## src/rtl/tdm_pkg.sv

```systemverilog
// rtl/tdm_pkg.sv - shared constants and state encoding for the 10-channel TDM link
package tdm_pkg;

    localparam int unsigned N_CH  = 10;
    localparam int unsigned SEL_W = 4;

    localparam logic [SEL_W-1:0] LAST_SLOT = SEL_W'(N_CH - 1);

    typedef enum logic {
        HUNT = 1'b0,
        LOCK = 1'b1
    } tdm_state_e;

endpackage

```

## src/rtl/tdm_slot_counter.sv

```systemverilog
// rtl/tdm_slot_counter.sv - mod-N_CH slot counter with enable, load-to-1 and clear
module tdm_slot_counter
    import tdm_pkg::*;
(
    input  logic             clk_i,
    input  logic             rst_ni,
    input  logic             en_i,
    input  logic             load1_i,
    input  logic             clr_i,
    output logic [SEL_W-1:0] cnt_o,
    output logic             last_o
);

    logic [SEL_W-1:0] cnt_q;
    logic [SEL_W-1:0] cnt_d;

    // Clear wins over load, load wins over a plain advance.
    always_comb begin
        cnt_d = cnt_q;
        if (clr_i) begin
            cnt_d = '0;
        end else if (load1_i) begin
            cnt_d = SEL_W'(1);
        end else if (en_i) begin
            cnt_d = (cnt_q == LAST_SLOT) ? '0 : cnt_q + SEL_W'(1);
        end
    end

    always_ff @(posedge clk_i or negedge rst_ni) begin
        if (!rst_ni) begin
            cnt_q <= '0;
        end else begin
            cnt_q <= cnt_d;
        end
    end

    assign cnt_o  = cnt_q;
    assign last_o = (cnt_q == LAST_SLOT);

endmodule

```

## src/rtl/tdm_demux_1to10.sv

```systemverilog
// rtl/tdm_demux_1to10.sv - 1:10 TDM receive demux with SYNC alignment and frame-error detection
module tdm_demux_1to10
    import tdm_pkg::*;
(
    input  logic             clk_i,
    input  logic             rst_ni,
    input  logic             in_i,
    input  logic             in_valid_i,
    input  logic             sync_i,
    output logic [SEL_W-1:0] s_o,
    output logic [N_CH-1:0]  out_o,
    output logic             out_valid_o,
    output logic             locked_o,
    output logic             frame_err_o
);

    tdm_state_e        state_q, state_d;
    logic [N_CH-2:0]   shadow_q, shadow_d;
    logic [N_CH-1:0]   out_q, out_d;
    logic              out_valid_q, out_valid_d;
    logic              frame_err_q, frame_err_d;

    logic [SEL_W-1:0]  slot;
    logic              slot_last;
    logic              cnt_en, cnt_load1, cnt_clr;

    tdm_slot_counter u_slot_counter (
        .clk_i   (clk_i),
        .rst_ni  (rst_ni),
        .en_i    (cnt_en),
        .load1_i (cnt_load1),
        .clr_i   (cnt_clr),
        .cnt_o   (slot),
        .last_o  (slot_last)
    );

    always_comb begin
        state_d     = state_q;
        shadow_d    = shadow_q;
        out_d       = out_q;
        out_valid_d = 1'b0;
        frame_err_d = 1'b0;
        cnt_en      = 1'b0;
        cnt_load1   = 1'b0;
        cnt_clr     = 1'b0;

        if (in_valid_i) begin
            unique case (state_q)
                HUNT: begin
                    if (sync_i) begin
                        shadow_d[0] = in_i;
                        cnt_load1   = 1'b1;
                        state_d     = LOCK;
                    end
                end
                LOCK: begin
                    if (sync_i) begin
                        // Early SYNC restarts the frame; the partial frame never reaches OUT.
                        shadow_d[0] = in_i;
                        cnt_load1   = 1'b1;
                        frame_err_d = (slot != '0);
                    end else if (slot == '0) begin
                        frame_err_d = 1'b1;
                        cnt_clr     = 1'b1;
                        state_d     = HUNT;
                    end else if (slot_last) begin
                        out_d       = {in_i, shadow_q};
                        out_valid_d = 1'b1;
                        cnt_clr     = 1'b1;
                    end else begin
                        shadow_d[slot] = in_i;
                        cnt_en         = 1'b1;
                    end
                end
                default: state_d = HUNT;
            endcase
        end
    end

    always_ff @(posedge clk_i or negedge rst_ni) begin
        if (!rst_ni) begin
            state_q     <= HUNT;
            shadow_q    <= '0;
            out_q       <= '0;
            out_valid_q <= 1'b0;
            frame_err_q <= 1'b0;
        end else begin
            state_q     <= state_d;
            shadow_q    <= shadow_d;
            out_q       <= out_d;
            out_valid_q <= out_valid_d;
            frame_err_q <= frame_err_d;
        end
    end

    assign s_o         = slot;
    assign out_o       = out_q;
    assign out_valid_o = out_valid_q;
    assign locked_o    = (state_q == LOCK);
    assign frame_err_o = frame_err_q;

endmodule
```

## config.mk

```make
export PLATFORM = sky130hd
export DESIGN_NAME = tdm_demux_1to10
export DESIGN_NICKNAME = d
export VERILOG_FILES = /design/src/rtl/tdm_pkg.sv /design/src/rtl/tdm_slot_counter.sv /design/src/rtl/tdm_demux_1to10.sv
export SDC_FILE = /design/constraint.sdc
export NUM_CORES = 1
export LEC_CHECK = 0
export CAP_MARGIN = 20
export CORE_UTILIZATION = 50
export DETAILED_ROUTE_END_ITERATION = 12
export PLACE_DENSITY = 0.76
export SYNTH_ARGS = -nofsm -noshare
export SYNTH_HDL_FRONTEND = slang
export SYNTH_SLANG_ARGS = --single-unit
```

## constraint.sdc

```tcl
create_clock -name clk_i -period 2.65 [get_ports clk_i]
set_input_delay 0.265 -clock clk_i [delete_from_list [all_inputs] [get_ports clk_i]]
set_output_delay 0.265 -clock clk_i [all_outputs]
set_load 0.02 [all_outputs]
```

==> run_1/power_grid.png <==
Scale: 10 px per um. Pins as bars on the die edge. Tap cells in gray.
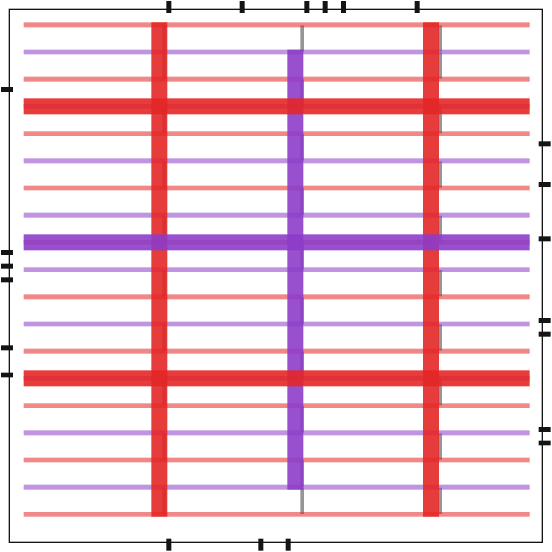
- red: VSS
- purple: VDD
- tap cells: 30
- signal pins: 22

==> run_1/placement_by_type.png <==
Scale: 10 px per um. Fill, decap, tap and diode cells in gray.
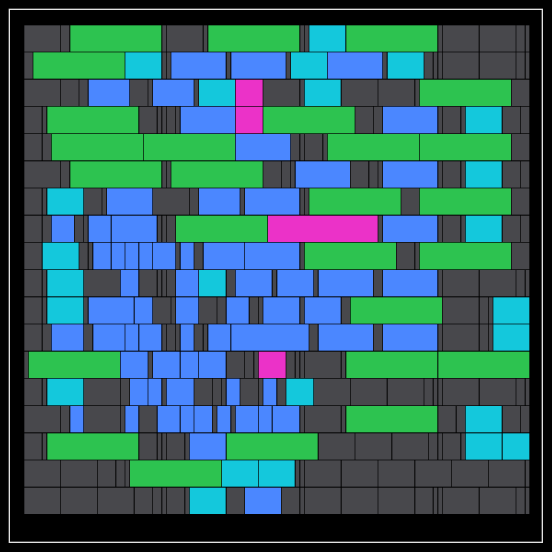
- blue: combinational and other logic (cells 66; share of their area 39%)
- magenta: clock drivers and dummy loads (cells 4; share of their area 3.4%)
- cyan: remaining buffers and delay cells (cells 24; share of their area 15%)
- green: sequential cells (cells 26; share of their area 43%)

==> run_1/clk_routes.png <==
Scale: 8 px per um.
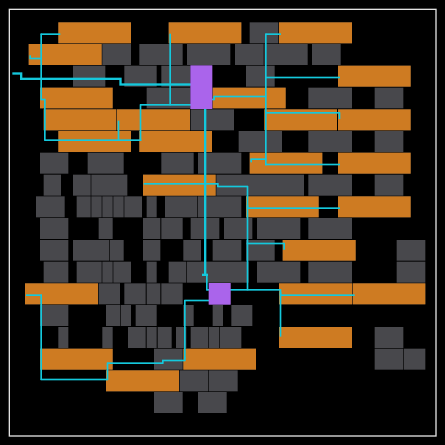
- cyan: clock wires (length 273 um)
- orange: flip-flops (count 26)
- purple: clock drivers (count 3)
- flops lie: all over the die

==> out/qor.yml, run 1 <==
drt:
  ant_nets: 0
  met2WireLength_um: 946
  wl_met1_mm: 1.00
  via_per_inst: 5.17
  drt-pass1-iter-count: 8
  drt_iter0_drc: 7
  wl_mm: 2.03
  drc_errors: 1
yosys:
  synth_cells: 98
  yosysTopAreaCell: "dfrtp_1"
  top_cell: "dfrtp_1"
  common_cells: "dfrtp_1, mux2_4, nand2_1"
  fp_nets: 105
  synth.distinct_cells: 29
  seq_area_frac_synth_pct: 49.7
  ys_sh_mux_pct: 20.7
  ys_sh_xor_pct: 0
  ys_sh_aoi_pct: 5.74
  synth-seq-cells: 26
die:
  fp.dieW_um: 53.2
  row_count: 18
  io_pins: 22
  die_h_um: 53.2
  tap-cell-count: 30
pwr:
  power_frac_clock_pct: 22.7
  switchingPower_mw: 0.373
  peakVddDrop_mv: 0.539
  swShare_pct: 31.7
  p_int_mw: 0.804
  power_mw: 1.18
cts:
  htree_levels: 1
  cts_root_buf: "clkbuf_4"
  postCtsSetupRepairBufs: 0
  cts_resized: 0
global_routing:
  grt.busiest_layer: "met2"
  grt_remaining_overflow: 0
  use_met3_pct: 2.87
  antenna_found_initial: 0
  use_met1_pct: 23.1
  track_usage_pct: 16.5
  grt_max_degree: 27
setup_path:
  crit_top_cell: "and3_1"
  r2r-end: "out_o[6]"
  r2r_cells: 7
  arrival_ps: 2250
  crit_chain: "nor2_1 -> nand2_1 -> ha_1 -> and3_1 -> and3_1 -> buf_4 -> mux2_4"
  cp.required_ps: 2870
  crit_start: "u_slot_counter.cnt_o[0]"
  path_delay_family: "simple AND/OR/NAND/NOR gates"
  setup.worst_path.end: "out_o[6]"
placement:
  dpl.cell_count: 146
  gp_congestion: 0.841
  hpwl_mm: 1.47
final_layout:
  buffers: 24
  seq_area_share_pct: 41.6
  drive_above_1_share_pct: 30.0
  seq_cells: 26
  buffer_area_share_pct: 14.9
  seq_area_um2: 651
  synthToLayoutAreaGrowth_pct: 19.4
sta:
  setup_viol_count_final: 0
  slew_headroom_pct: 73.6
  fin_ws_ps: 615
  finalSetupTns_ps: 0
outcome:
  violations: "design-rule violations"
  outcome: "complete, but fails checks"
==> run_1/congestion.png <==
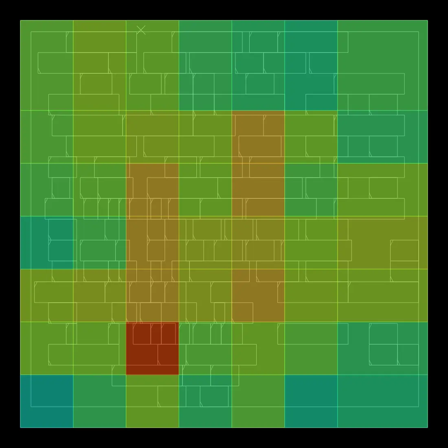

--- run 2 (diff from run 1) ---
CORE_UTILIZATION = 47   (was 50)
PLACE_DENSITY = 0.75   (was 0.76)
clock period = 1.8 ns   (was 2.65 ns; I/O delays follow)
==> run_2/congestion.png <==
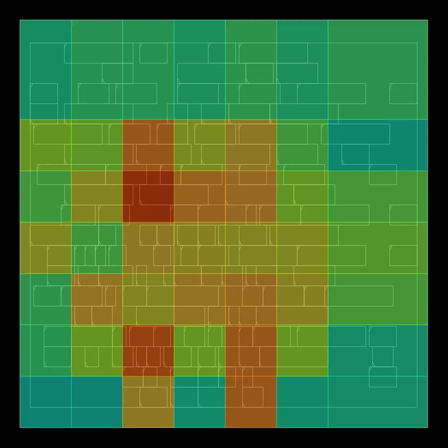
GRT Resource Usage Total: 18.5%
Avg WL per Cell: 15.0 um
final core utilization: 64.9%
met2 Use GR: 33.9%

==> run_2/placement_by_type.png <==
Scale: 8 px per um. Fill, decap, tap and diode cells in gray.
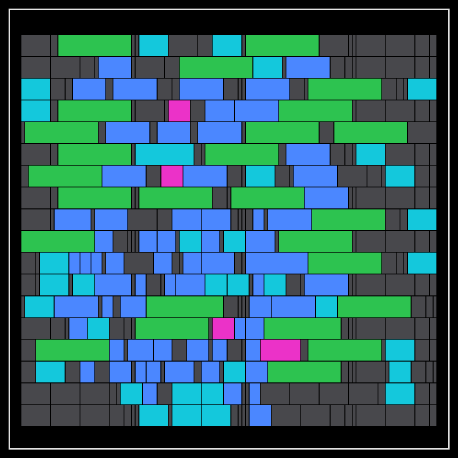
- cyan: remaining buffers and delay cells (cells 34; share of their area 20%)
- magenta: clock drivers and dummy loads (cells 4; share of their area 2.2%)
- green: sequential cells (cells 26; share of their area 40%)
- blue: combinational and other logic (cells 66; share of their area 37%)

==> run_2/power_grid.png <==
Scale: 8 px per um. Pins as bars on the die edge. Tap cells in gray.
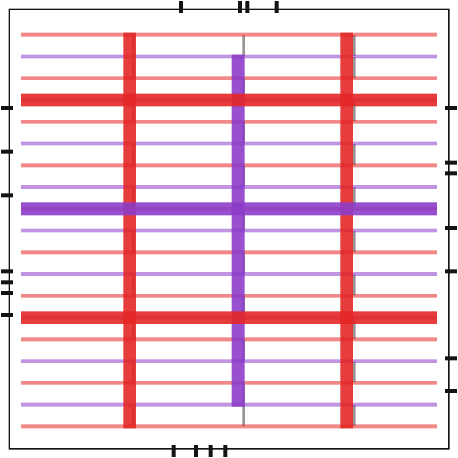
- purple: VDD
- red: VSS
- met4 straps: 3
- rows: 18

==> out/qor.yml, run 2 <==
global_routing:
  grt.busiest_layer: "met2"
  grt_remaining_overflow: 0  # unchanged
  antenna_found_initial: 0  # unchanged
  use_met1_pct: 20.6  # -2.4 points
  grt_max_degree: 27  # unchanged
  use_met3_pct: 3.33  # +0.46 points
pwr:
  peakVddDrop_mv: 0.812  # +51%
  power_frac_clock_pct: 16.8  # -5.9 points
  power_mw: 1.75  # +49%
  p_int_mw: 1.16  # +44%
  switchingPower_mw: 0.593  # +59%
  swShare_pct: 33.8  # +2.1 points
drt:
  met2WireLength_mm: 1.22  # +29%
  ant_nets: 0  # unchanged
  drt-pass1-iter-count: 4  # -4
  highest_layer: "met4"
  drt_iter0_drc: 8  # +1
  wl_mm: 2.40  # +18%
  via_per_inst: 5.32  # +2.8%
  drc_errors: 0  # -1
  wl_met1_mm: 1.09  # +8.9%
final_layout:
  buffers: 34  # +42%
  drive_above_1_share_pct: 40.0  # +10 points
  seq_cells: 26  # unchanged
  synthToLayoutAreaGrowth_pct: 26.2
  seq_area_share_pct: 39.5  # -2.1 points
  buffer_area_share_pct: 19.4  # +4.5 points
  clock_area_share_pct: 2.20
yosys:
  logic_family: "multiplexers"
  fp_nets: 105  # unchanged
  ys_area_um2: 1310
  yosysTopAreaCell: "dfrtp_1"
  synth.distinct_cells: 29  # unchanged
  ys_sh_xor_pct: 0  # unchanged
  synth-seq-cells: 26  # unchanged
  ys_sh_mux_pct: 20.7  # unchanged
  ys_sh_aoi_pct: 5.74  # unchanged
  seq_area_frac_synth_pct: 49.7  # unchanged
  top_cell: "dfrtp_1"
  common_cells: "dfrtp_1, mux2_4, nand2_1"
  ys_sh_adder_pct: 1.91
setup_path:
  crit_top_cell: "and3_1"
  r2r-end: "out_o[5]"
  ff2ff_setup_slack_ps: 70
  crit_start: "u_slot_counter.cnt_o[1]"
  arrival_ps: 1950  # -300 ps
  r2r_cells: 7  # unchanged
  crit_chain: "nor2_4 -> nand2_2 -> ha_2 -> and3_1 -> and3_1 -> buf_12 -> mux2_4"
  path_delay_family: "simple AND/OR/NAND/NOR gates"
  cp.required_ps: 2020  # -850 ps
sta:
  slew_headroom_pct: 76.6  # +2.9 points
  fin_ws_ps: 70.1  # -545 ps
  finalSetupTns_ps: 0  # unchanged
  setup_viol_count_final: 0  # unchanged
cts:
  cts_root_buf: "clkbuf_4"
  htree_levels: 1  # unchanged
  cts_resized: 0  # unchanged
  cts_tree: "yes"
  postCtsSetupRepairBufs: 0  # unchanged
placement:
  gp_congestion: 0.730  # -13%
  dpl.cell_count: 155  # +6.2%
die:
  die_h_um: 54.8  # +3.0%
  tap-cell-count: 30  # unchanged
  io_pins: 22  # unchanged
  core_um2: 2540
  fp.dieW_um: 54.8  # +3.0%
outcome:
  outcome: "finished clean"
Power figures rest on the tool's default switching activity, not on a simulated workload.
